Fig. 1: floorplan with the power grid
Pins as bars on the die edge.
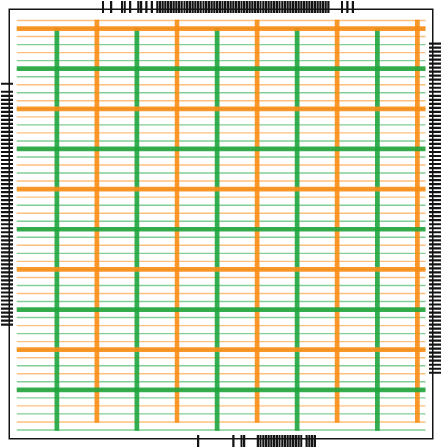
Fig. 2: layout detail
Window x 11 to 61, y 84 to 134 µm. Cells in gray, sequential cells in the stronger gray; small squares are vias.
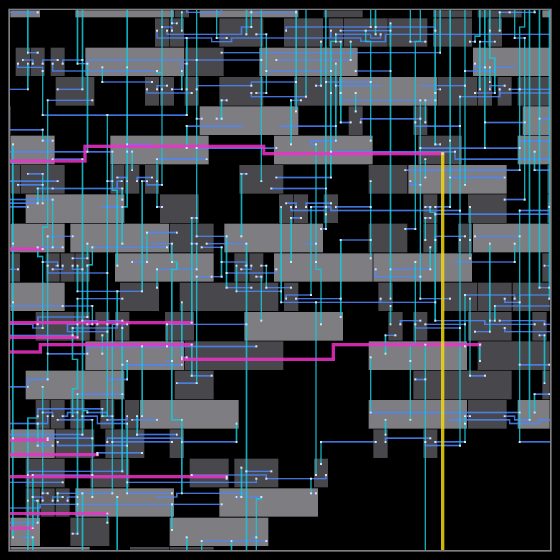
Fig. 3: gate-type map
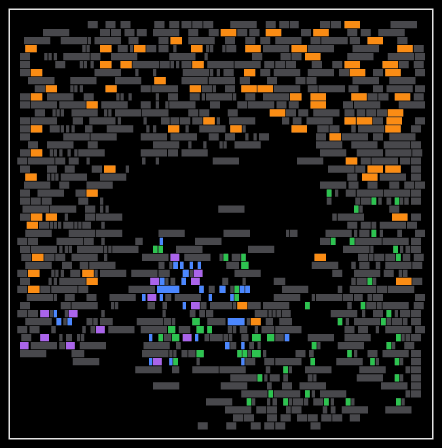
Fig. 4: sequential cells colored by netlist name
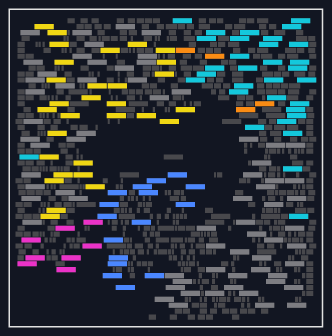
Fig. 5: the clock network
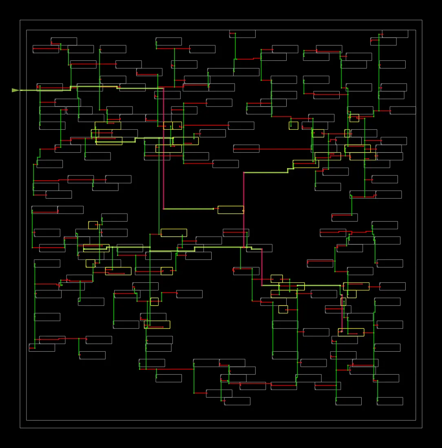
==> config.mk <==
export PLATFORM = sky130hd
export DESIGN_NAME = t5_dbrg
export DESIGN_NICKNAME = d
export VERILOG_FILES = /design/src/rtl/t5_dbrg.sv
export SDC_FILE = /design/constraint.sdc
export NUM_CORES = 1
export LEC_CHECK = 0
export CORE_AREA = 2 2 141 143
export DETAILED_ROUTE_END_ITERATION = 10
export DIE_AREA = 0 0 143 145
export PLACE_DENSITY = 0.67
export SYNTH_ARGS = -nofsm -noshare
export SYNTH_HDL_FRONTEND = slang
export SYNTH_SLANG_ARGS = --single-unit
==> constraint.sdc <==
create_clock -name sys_clk -period 6.65 [get_ports sys_clk]
set_input_delay 1.33 -clock sys_clk [delete_from_list [all_inputs] [get_ports sys_clk]]
set_output_delay 1.33 -clock sys_clk [all_outputs]
set_load 0.1 [all_outputs]
==> impl_metrics.py <==
# Physical implementation metrics
metrics = {
    "flow_run": {
        "tool_warnings": 31,
    },
    "yosys": {
        "simple_gate_area_share_pct": 16.2,
        "top_area_cell": "dfrtp_1",
        "gate_count_of_the_mapped_netlist": 580,
        "yosys-mux-area-fraction_pct": 13.3,
        "synth_area_um2": 6660,
        "postSynth.asyncResetShare_pct": 100,
        "synthDominantCellAreaShare_pct": 59.4,
        "number_of_nets_at_floorplan": 691,
        "synth_stat.cells": 580,
        "ys_sh_aoi_pct": 4.42,
    },
    "floorplan": {
        "design.die.area_um2": 20700,
        "die_width_um": 143,
    },
    "routing": {
        "detail_route.drc_violations": 0,
        "average_detailed_routed_wire_length_per_instance_um": 15.8,
        "first_pass_iteration_count_of_the_detailed_router": 4,
        "route.antenna.remaining_nets": 0,
        "routed-via-count": 5177,
        "via_per_inst": 4.72,
    },
    "cts": {
        "cts_resized": 0,
        "tritoncts_clock_tree": "done",
        "cts.repair_timing.setup_buffer_count": 0,
        "clkSlewWorstSetupHoldPaths_ps": 70,
        "inserted_clock_buffers": 17,
        "clock_latency_ps": 420,
    },
    "global_route": {
        "grt_pass1_wl_mm": 28.0,
        "first_global_vias": 5250,
        "groute.usage.overall_pct": 17.1,
        "initial_antenna_violation_count": 0,
    },
    "final_timing": {
        "slew_headroom_pct": 31.4,
        "setup_slack_ps": 2680,
        "max_freq_mhz": 252,
        "rsz0062_at_grt": "no",
        "period_needed_ps": 3970,
    },
    "min_path": {
        "hold-path-cell-count": 2,
        "worst_hold_path_type": "reg2reg",
    },
    "finish": {
        "nFillCells": 1742,
    },
    "outcome": {
        "outcome": "finished, final reports clean",
    },
    "setup_path": {
        "critical_path_class": "in2reg",
        "critical_path_peak_fanout": 41,
        "r2r.worst_path.cells": 8,
    },
    "placed_design": {
        "io_buffers": 243,
    },
}
-- Fig. 1 (at the start) --
legend:
  green:
    net: VSS
  orange:
    net: VDD
met4 straps: 10
met5 straps: 10
met1 rails: 52
Die Ht: 145 µm
Std-Cell Core Area: 19200 µm²

-- Fig. 2 (at the start) --
legend:
  yellow:
    layer: metal 4
  cyan:
    layer: metal 2
  blue:
    layer: metal 1
  magenta:
    layer: metal 3
cells with their middle in the window: 114
sequential cells in the window: 26
most frequent: nand2_1 (49), dfrtp_1 (26), clkdlybuf4s50_1 (22)

-- Fig. 3 (at the start) --
legend:
  green:
    family: inverting AOI/OAI gates
    cells: 52
    most_used: a21oi_1
  purple:
    family: XOR/XNOR gates
    cells: 14
    most_used: xnor2_1
  blue:
    family: NOR gates
    cells: 30
    most_used: nor2_1
  orange:
    family: multiplexers
    cells: 69
    most_used: mux2_2
highest-count logic cell in the final layout: clkdlybuf4s50_1
combinational share of cell area: 25.2%
post-layout instance count excluding filler cells: 1097

-- Fig. 4 (at the start) --
legend:
  cyan:
    netlist_name: mem_wdat
    placed_flops: 32
    where: upper right
  yellow:
    netlist_name: err_adr
    placed_flops: 30
  magenta:
    netlist_name: err_cnt
    placed_flops: 8
    where: lower left
  blue:
    netlist_name: wdog
    placed_flops: 16
  orange:
    netlist_name: mem_be
    placed_flops: 4
not colored: 68
fraction of the core area covered by cells at the end of the flow: 51.3%
FF/Latch Area: 3950 µm²

-- Fig. 5 (at the start) --
number of sequential cells: 158
Clock Buffer Count: 17
Sinks on Clock Net: 158

-- cell usage after synthesis, types with 2 or more instances --
cell and number:
o31ai_1 2, nor3_1 10, dfrtp_1 158, a21oi_1 38, mux2_4 30, inv_1 9, ha_1 7, xnor2_1 10
buf_4 3, mux2i_1 2, nor2_1 16, buf_2 7, nand3_1 42, or4_1 4, mux2_2 37, o21ai_0 5
clkbuf_1 17, buf_12 3, nand4_1 6, nand2_1 146, xor2_1 4, o211ai_1 3
-- routing by layer --
metal  global-route usage, %  up-vias  share of wire, %
met2                    27.8      173                48
li1                        -     2442                 -
met1                    21.1     2545                42
met5                       0        -                 0
met4                    5.05        0               1.2
met3                    6.57       17               8.5
-- cell type report --
cell class | count | area (µm²) | share of cell area (%)
multi-input combinational | 382 | 2490 | 25.2
tap | 265 | 332 | 3.36
clock inverter | 15 | 129 | 1.31
clock buffer | 17 | 425 | 4.32
sequential | 158 | 3950 | 40.1
inverter | 9 | 38.8 | 0.394
timing repair buffer | 251 | 2490 | 25.3
-- metrics by stage --
stage          instances  cell area, µm²  hold WS, ps
3_3_place_gp        1065            9300          449
2_1_floorplan        580            6660          474
5_1_grt             1097            9860          492
6_report            1097            9860          465
4_1_cts             1097            9860          469
3_5_place_dp        1065            9300          454
-- critical path: stages --
cell             delay, ps
clkdlybuf4s50_1        400
buf_4                  260
a32oi_1                290
nand4_2                190
or2_1                  300
nand3_4                560
buf_4                  510
mux2_2                 390
-- logic make-up after synthesis --
family / Yosys count
AOI/OAI and AO/OA: 53
adders and majority gates: 7
and+or+nand+nor: 239
muxes: 69
DFF: 158
xor gates and xnor gates: 14
buffers and inverters: 40
